run_1/met4.png
Scale: 2 px per um. Cells faint in the background.
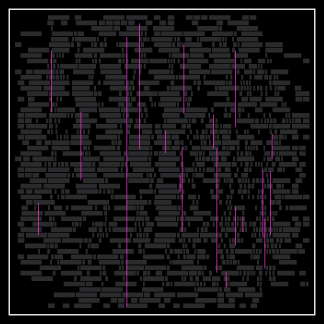
run_1/zoom.png
Window x 104 to 124, y 28 to 48 um. Cells in gray, sequential cells in the stronger gray; small squares are vias.
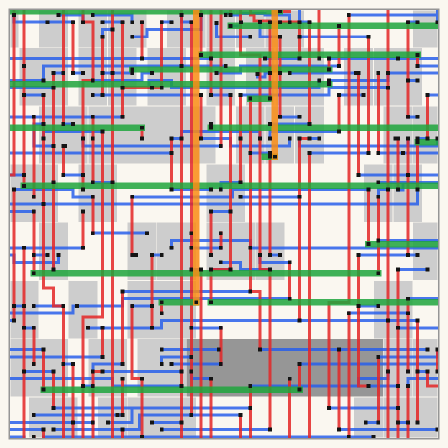
run_1/metal_stack.png
Scale: 2 px per um.
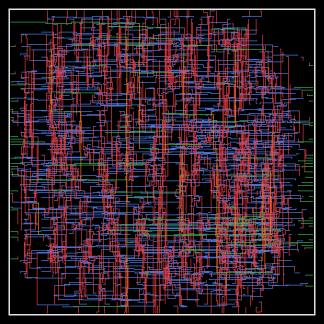
`config.mk`:
```
export PLATFORM = sky130hd
export DESIGN_NAME = value_change_replay
export DESIGN_NICKNAME = d
export VERILOG_FILES = /design/src/rtl/value_change_pkg.sv /design/src/rtl/vc_record_fifo.sv /design/src/rtl/value_change_replay.sv
export SDC_FILE = /design/constraint.sdc
export NUM_CORES = 1
export LEC_CHECK = 0
export ABC_AREA = 1
export ABC_CLOCK_PERIOD_IN_PS = 3600
export CORE_MARGIN = 2
export CORE_UTILIZATION = 52
export DETAILED_ROUTE_END_ITERATION = 10
export PLACE_DENSITY_LB_ADDON = 0.1
export SETUP_SLACK_MARGIN = 0.3
export SYNTH_ARGS = -nofsm -noshare
export SYNTH_HDL_FRONTEND = slang
export SYNTH_HIERARCHICAL = 1
export SYNTH_SLANG_ARGS = --single-unit
```
`constraint.sdc`:
```
create_clock -name clk -period 3.6 [get_ports clk]
set_clock_uncertainty 0.2 [all_clocks]
set_input_delay 0.72 -clock clk [delete_from_list [all_inputs] [get_ports clk]]
set_output_delay 0.72 -clock clk [all_outputs]
set_load 0.05 [all_outputs]
```
`src/rtl/value_change_pkg.sv`:
```
// Shared types for the value-change replay block: replay FSM states and
// record-width helper used to size the record FIFO.
package value_change_pkg;

    typedef enum logic [1:0] {
        IDLE = 2'd0,
        RUN  = 2'd1,
        DONE = 2'd2
    } vc_state_t;

    // Packed record layout is {time, value, last}.
    function automatic int unsigned rec_width(input int unsigned time_w, input int unsigned value_w);
        return time_w + value_w + 32'd1;
    endfunction

endpackage

```
`src/rtl/vc_record_fifo.sv`:
```
// Synchronous record FIFO with extra-bit pointers for full/empty detection.
// Writes while full and reads while empty are ignored.
module vc_record_fifo
    import value_change_pkg::*;
#(
    parameter int unsigned DW    = 49,
    parameter int unsigned DEPTH = 4
) (
    input  logic          clk,
    input  logic          rst_n,
    input  logic          push,
    input  logic [DW-1:0] wdata,
    input  logic          pop,
    output logic          full,
    output logic          empty,
    output logic [DW-1:0] head
);

    localparam int unsigned AW = $clog2(DEPTH);

    logic [AW:0]   wr_ptr_r;
    logic [AW:0]   rd_ptr_r;
    logic [DW-1:0] mem_r [DEPTH];
    logic          full_s;
    logic          empty_s;
    logic          push_ok_s;
    logic          pop_ok_s;

    // Full/empty decode and qualified push/pop strobes.
    always_comb begin
        empty_s   = (wr_ptr_r == rd_ptr_r);
        full_s    = (wr_ptr_r[AW] != rd_ptr_r[AW]) &&
                    (wr_ptr_r[AW-1:0] == rd_ptr_r[AW-1:0]);
        push_ok_s = push && !full_s;
        pop_ok_s  = pop && !empty_s;
    end

    // Pointer update; reset discards any buffered records.
    always_ff @(posedge clk or negedge rst_n) begin
        if (!rst_n) begin
            wr_ptr_r <= {(AW+1){1'b0}};
            rd_ptr_r <= {(AW+1){1'b0}};
        end else begin
            if (push_ok_s) begin
                wr_ptr_r <= wr_ptr_r + {{AW{1'b0}}, 1'b1};
            end
            if (pop_ok_s) begin
                rd_ptr_r <= rd_ptr_r + {{AW{1'b0}}, 1'b1};
            end
        end
    end

    // Storage array; contents are only meaningful between the pointers.
    always_ff @(posedge clk) begin
        if (push_ok_s) begin
            mem_r[wr_ptr_r[AW-1:0]] <= wdata;
        end
    end

    assign full  = full_s;
    assign empty = empty_s;
    assign head  = mem_r[rd_ptr_r[AW-1:0]];

endmodule

```
`src/rtl/value_change_replay.sv`:
```
// Replays buffered (timestamp, value) records onto a registered bus, one
// record per cycle once the replay counter reaches each record's timestamp.
module value_change_replay
    import value_change_pkg::*;
#(
    parameter int unsigned WIDTH      = 16,
    parameter int unsigned TIME_WIDTH = 32,
    parameter int unsigned DEPTH      = 4
) (
    input  logic                  clk,
    input  logic                  rst_n,
    input  logic                  in_valid,
    output logic                  in_ready,
    input  logic [TIME_WIDTH-1:0] in_time,
    input  logic [WIDTH-1:0]      in_value,
    input  logic                  in_last,
    input  logic                  start,
    output logic [TIME_WIDTH-1:0] now,
    output logic [WIDTH-1:0]      out_value,
    output logic                  out_valid,
    output logic                  busy,
    output logic                  done,
    output logic                  late
);

    localparam int unsigned REC_W = rec_width(TIME_WIDTH, WIDTH);

    vc_state_t             state_r;
    logic [TIME_WIDTH-1:0] now_r;
    logic [WIDTH-1:0]      out_value_r;
    logic                  out_valid_r;
    logic                  busy_r;
    logic                  done_r;
    logic                  late_r;

    logic [REC_W-1:0]      wdata_s;
    logic [REC_W-1:0]      head_s;
    logic                  fifo_full_s;
    logic                  fifo_empty_s;
    logic [TIME_WIDTH-1:0] head_time_s;
    logic [WIDTH-1:0]      head_value_s;
    logic                  head_last_s;
    logic                  apply_s;

    assign wdata_s = {in_time, in_value, in_last};

    vc_record_fifo #(
        .DW    (REC_W),
        .DEPTH (DEPTH)
    ) u_fifo (
        .clk   (clk),
        .rst_n (rst_n),
        .push  (in_valid),
        .wdata (wdata_s),
        .pop   (apply_s),
        .full  (fifo_full_s),
        .empty (fifo_empty_s),
        .head  (head_s)
    );

    // Head record unpack and the apply comparator.
    always_comb begin
        head_time_s  = head_s[REC_W-1 -: TIME_WIDTH];
        head_value_s = head_s[WIDTH:1];
        head_last_s  = head_s[0];
        apply_s      = (state_r == RUN) && !fifo_empty_s && (head_time_s <= now_r);
    end

    // Replay FSM with the cycle counter and all registered outputs.
    always_ff @(posedge clk or negedge rst_n) begin
        if (!rst_n) begin
            state_r     <= IDLE;
            now_r       <= {TIME_WIDTH{1'b0}};
            out_value_r <= {WIDTH{1'b0}};
            out_valid_r <= 1'b0;
            busy_r      <= 1'b0;
            done_r      <= 1'b0;
            late_r      <= 1'b0;
        end else begin
            done_r <= 1'b0;
            case (state_r)
                IDLE, DONE: begin
                    if (start) begin
                        state_r     <= RUN;
                        busy_r      <= 1'b1;
                        now_r       <= {TIME_WIDTH{1'b0}};
                        late_r      <= 1'b0;
                        out_valid_r <= 1'b0;
                    end
                end
                RUN: begin
                    // Counter saturates rather than wrapping so late detection stays sound.
                    if (now_r != {TIME_WIDTH{1'b1}}) begin
                        now_r <= now_r + {{(TIME_WIDTH-1){1'b0}}, 1'b1};
                    end
                    if (apply_s) begin
                        out_value_r <= head_value_s;
                        out_valid_r <= 1'b1;
                        if (head_time_s < now_r) begin
                            late_r <= 1'b1;
                        end
                        if (head_last_s) begin
                            state_r <= DONE;
                            busy_r  <= 1'b0;
                            done_r  <= 1'b1;
                        end
                    end
                end
                default: begin
                    state_r <= IDLE;
                    busy_r  <= 1'b0;
                end
            endcase
        end
    end

    assign in_ready  = !fifo_full_s;
    assign now       = now_r;
    assign out_value = out_value_r;
    assign out_valid = out_valid_r;
    assign busy      = busy_r;
    assign done      = done_r;
    assign late      = late_r;

endmodule
```
==> flow_summary.yaml, run 1 <==
# yosys + openroad results
status:
  status: "complete, no violations"
yosys:
  ys_chip_area_um2: 11400
  async_reset_ff_share_pct: 23.4
  synthCells: 1021
  edf_count: 196
  synthTopCellsByArea: "edfxtp_1, dfrtp_1, nand2_1"
  ys.warnings.count: 6
  yosysTopAreaCellShare_pct: 51.7
  synth_area_um2: 11400
floorplan:
  core_um2: 21700
  taps: 280
setup_path:
  path_max_fanout: 45
  startpoint_type: "flip-flop"
clock_network:
  worstSkewPairLatency_ps: 560
  cts_setup_buffers: 0
power:
  swShare_pct: 39.2
  power_density_nw_per_um2: 816
  power_frac_clock_pct: 23.0
  p_switching_w: 0.00436
  comb_cell_power_w: 0.00441
  power.group.top: "combinational cells"
  p_clk_w: 0.00256
sta:
  slew_headroom_pct: 46.3
  tns_ps: 0
  holdWs_ps: 155
  hold_viol: 0
  worst_pin_slew_ps: 805
  timing.final.crit_share_pct: 84.0
  setup_viol: 0
  report.final.slew_viol_count: 0
job:
  tool_warnings: 30
cells_and_area:
  logic_area_um2: 3510
  layout_top_cells: "edfxtp_1, nand2_1, nor2_1, o21ai_0, clkdlybuf4s50_1"
  clock_area_share_pct: 6.10
  inv_count: 72
  num_antenna_cells: 0
  sh_seq_area_pct: 54.1
global_routing:
  grt_max_degree: 61
hold_path:
  hp-class: "in2async"
drt:
  drt-pass1-iter-count: 5
Notes on met4.png above:
longest straight run	135 um
wire length on this layer	625 um
via count: 7910
WL final: 25.9 mm

Notes on zoom.png above:
layer	color
met2	red
met3	green
met1	blue
met4	orange
cells with their middle in the window	49
netlist names of flops here include	`now` (1)
sequential cells in the window	1
most frequent	inv_1 (11), nand2_1 (9), nor2_1 (5)

Notes on metal_stack.png above:
layer	color	wire length
met2	red	12200 um
met1	blue	11800 um
met4	orange	625 um
met3	green	1360 um
GR Util All Layers: 22.0%
WL per Instance: 18.1 um

==> run 1: cells in the mapped netlist, types with 2 or more instances <==
cell type and number:
inv_4 2, nand2_1 172, xor2_1 18, nand3_2 2, nor3_1 17, inv_1 64
edfxtp_1 196, a21o_1 2, nand2_2 5, nor2_1 143, nor3_2 3, dfrtp_1 60
a21oi_1 19, nand3_1 23, clkbuf_2 7, o31ai_1 7, o21ai_0 111, o22ai_1 59
buf_6 10, nand4_1 14, buf_2 10, clkbuf_1 10, ha_1 38, nor3_4 2
nor4_1 6, nand3_4 2, buf_4 2, inv_2 6, o21ai_1 4
==> run 1: worst max-delay path, cell delays in order, from the launching register on <==
cell and delay (ps):
dfrtp_2 430, buf_6 330, buf_4 240, xnor2_4 140, nand3_4 120, inv_1 70, inv_1 60, buf_12 140
==> run 1: cell families (layout without fill, tap and decap cells) <==
kind of cell | count (synthesis) | count (layout) | share of synthesized area, %
adder cells (fa/ha/maj) | 38 | 38 | 4.18
AND/OR/NAND/NOR | 393 | 393 | 14.9
flip-flops | 256 | 256 | 64.9
XOR/XNOR | 19 | 19 | 1.63
AND-OR/OR-AND | 203 | 203 | 9.79
buffers and inverters | 112 | 246 | 4.65
==> run 1: routing by layer <==
metal	routed length [um]	GRT usage [%]	share of wire [%]
met1	11800	31.3	45
met3	1360	3.62	5.3
met2	12200	35.7	47
met5	0	0	0
met4	624	5.74	2.4
==> run 1: worst min-delay path by stage <==
stage	start	to	slack, ps	depth (start not counted)
6_report	rst_n	now[15]	160	2
5_1_grt	rst_n	now[15]	220	2
4_1_cts	rst_n	out_value[12]	180	2
3_5_place_dp	late	late	270	2
3_3_place_gp	busy	busy	260	2
2_1_floorplan	rst_n	busy	220	0
run_1/clock_map.png
Scale: 2 px per um.
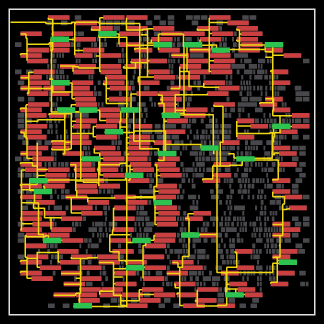

==> run 2: changes to the inputs <==
--- a/config.mk
+++ b/config.mk
@@ -6,7 +6,7 @@
 export NUM_CORES = 1
 export LEC_CHECK = 0
 export ABC_AREA = 1
-export ABC_CLOCK_PERIOD_IN_PS = 3600
+export ABC_CLOCK_PERIOD_IN_PS = 2700
 export CORE_MARGIN = 2
 export CORE_UTILIZATION = 52
 export DETAILED_ROUTE_END_ITERATION = 10
==> constraint.sdc (replaced) <==
create_clock -name clk -period 2.7 [get_ports clk]
set_clock_uncertainty 0.2 [all_clocks]
set_input_delay 0.54 -clock clk [delete_from_list [all_inputs] [get_ports clk]]
set_output_delay 0.54 -clock clk [all_outputs]
set_load 0.05 [all_outputs]
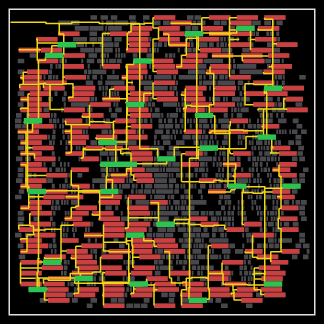
run_2/clock_map.png
Scale: 2 px per um.
[cells driving clock nets] green | count: 27
[clock wires] yellow | length: 2920 um
[flip-flops] red | count: 256
flops lie	widely spread
routed clock nets	28
Clk Latency, worst-skew pair: 550 ps
P_clk: 0.00359 W
Clock Power Share: 20.9%

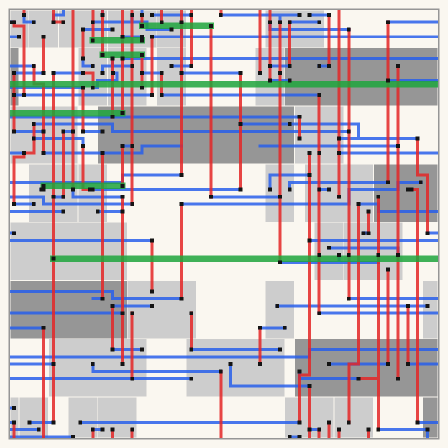
run_2/zoom.png
Window x 104 to 124, y 28 to 48 um. Cells in gray, sequential cells in the stronger gray; small squares are vias.
layer	color
met1	blue
met2	red
met3	green
most frequent	nand2_1 (7), inv_1 (5), dfrtp_1 (4)
cells with their middle in the window	32
sequential cells in the window	4
netlist names of flops here include	`now` (4)

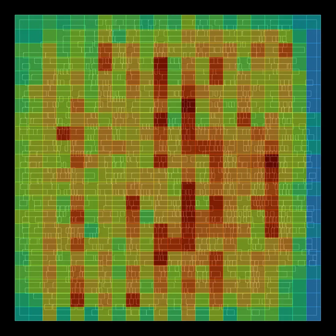
run_2/final_congestion.png
final core utilization: 68.8%
M3 GR Usage: 3.82%
met1 Use GR: 33.0%
GR Util All Layers: 23.6%

==> flow_summary.yaml, run 2 <==
# yosys + openroad results
drt:
  drtAntennaViolNets: 0
  wire_per_inst_um: 19.5
  drt-pass1-iter-count: 5
  drc: 0
  vias: 8412
  routed_wl_mm: 29.5
yosys:
  ys_chip_area_um2: 11400
  synth-simple-area-share_pct: 14.9
  fa_ha_area_share_pct: 4.18
  synth_area_um2: 11400
  ys.warnings.count: 6
  yosys.area_share.xor_xnor_pct: 1.63
  synthTopCellsByArea: "edfxtp_1, dfrtp_1, nand2_1"
  mux_area_share_pct: 0
  synth_cell_type_count: 36
  synthCells: 1021
  flop_cell: "edfxtp_1"
  topCombFamilyByArea: "simple AND/OR/NAND/NOR gates"
  top_cells_by_count: "edfxtp_1, nand2_1, nor2_1, o21ai_0, inv_1"
  ys_sh_aoi_pct: 9.79
  async_reset_ff_share_pct: 23.4
  yosys.area.top_type: "edfxtp_1"
  most_common_cell: "edfxtp_1"
  edf_count: 196
  yosysTopAreaCellShare_pct: 51.7
setup_path:
  endpoint_kind: "flip-flop"
  critical_path_class: "reg2reg"
  crit_chain: "inv_8, buf_12, buf_8, o21ai_4, o22ai_2, ha_1, nand2_1, nor2_2, nand4_1, nor3b_2, buf_4, nand2_1, nand2_2, nand2_4, inv_4, buf_12, nand2_1, nand2_1"
  cpPeakStageDelay_ps: 450
  crit_buf_inv: 6
  startpoint_type: "flip-flop"
  critical-path-slowest-cell: "dfrtp_2"
  crit_top_cell: "nand2_1"
  path_max_fanout: 16
  cpLargestDelayFamily: "simple AND/OR/NAND/NOR gates"
clock_network:
  post_cts_resized: 148
  cts_buffers: 27
  clkTransAtPathRegs_ps: 60
  clk_path_buf_depth: 3
  cts_setup_buffers: 14
  cts-hold-fix-buffers: 1
status:
  status: "finished, violations left"
  violations: "setup timing"
power:
  power.group.top: "combinational cells"
  p_switching_w: 0.00660
  internal-power_w: 0.0105
  irDropWorstVdd_v: 0.000804
  p_leak_nw: 5.83
  power_density_nw_per_um2: 1150
  comb_cell_power_w: 0.00796
  power.share.sequential_pct: 32.7
  swShare_pct: 38.5
hold_path:
  hp-class: "in2async"
sta:
  fin_ws_ps: -184
  fmax_mhz: 347
  report.final.slew_viol_count: 0
  timing.final.crit_share_pct: 107
  slew_headroom_pct: 65.5
  worst_pin_slew_ps: 514
  setup_viol: 26
  hold_viol: 0
cells_and_area:
  layout_top_cells: "edfxtp_1, nand2_1, nor2_1, o21ai_0, inv_1"
  largest_reg_flops: 196
  num_antenna_cells: 0
job:
  tool_warnings: 32
  cap_violations: 0
placement:
  place_congestion: 0.891
  place_hpwl_mm: 17.5
global_routing:
  grt_pass1_wl_mm: 43.4
  grt_max_degree: 50
floorplan:
  rows: 54
  core_um2: 21700
  die-area_um2: 23100
  ios: 106
-- run 2: cell counts after synthesis --
Identical to the previous run, type by type.
-- run 2: stage by stage --
step / total power (W) / setup TNS [ps] / setup slack, ps / hold slack [ps] / cells
2_1_floorplan: 0.00971 / -9640 / -65.6 / 44.4 / 1021
3_3_place_gp: 0.0118 / -1470 / -78.0 / 300 / 1417
3_5_place_dp: 0.0120 / -2930 / -160 / 288 / 1417
4_1_cts: 0.0165 / -2040 / -112 / 294 / 1487
5_1_grt: 0.0181 / -8140 / -360 / 326 / 1508
6_report: 0.0171 / -3790 / -184 / 294 / 1508
-- run 2: worst reg2reg max path, stage by stage (launching register included) --
cell     delay (ps)
dfrtp_2         450
inv_8            80
buf_12          150
buf_8           130
o21ai_4         150
o22ai_2          80
ha_1            310
nand2_1          80
nor2_2          140
nand4_1         120
nor3b_2         230
buf_4           140
nand2_1          50
nand2_2          80
nand2_4          90
inv_4           100
buf_12          140
nand2_1          60
nand2_1          70
-- run 2: final timing paths --
path	depth (start not counted)	to	startpoint
max in group asynchronous	3	u_fifo/rd_ptr_r[0]	rst_n
hold reg to reg	2	out_value[3]	out_value[3]
setup / recovery	18	out_value[8]	u_fifo/rd_ptr_r[0]
min in group clk	2	out_value[3]	out_value[3]
setup reg to reg	18	out_value[8]	u_fifo/rd_ptr_r[0]
hold / removal	2	now[29]	rst_n
-- run 2: per-layer routing --
metal | GRT usage [%] | share of wire, %
met5 | 0 | 0
met4 | 8.01 | 3.5
met3 | 3.82 | 5.9
met2 | 38.3 | 48
met1 | 33.0 | 42
-- run 2: layout make-up --
class	count	area, um^2
clock buffers	40	734
clock inverters	10	121
fillers	1636	6770
inverters	72	289
multi-input cells	653	3750
flip-flops and latches	256	7390
well taps	280	350
repair buffers	197	2280
No activity file was given, so power comes from the tool's default toggle rates.
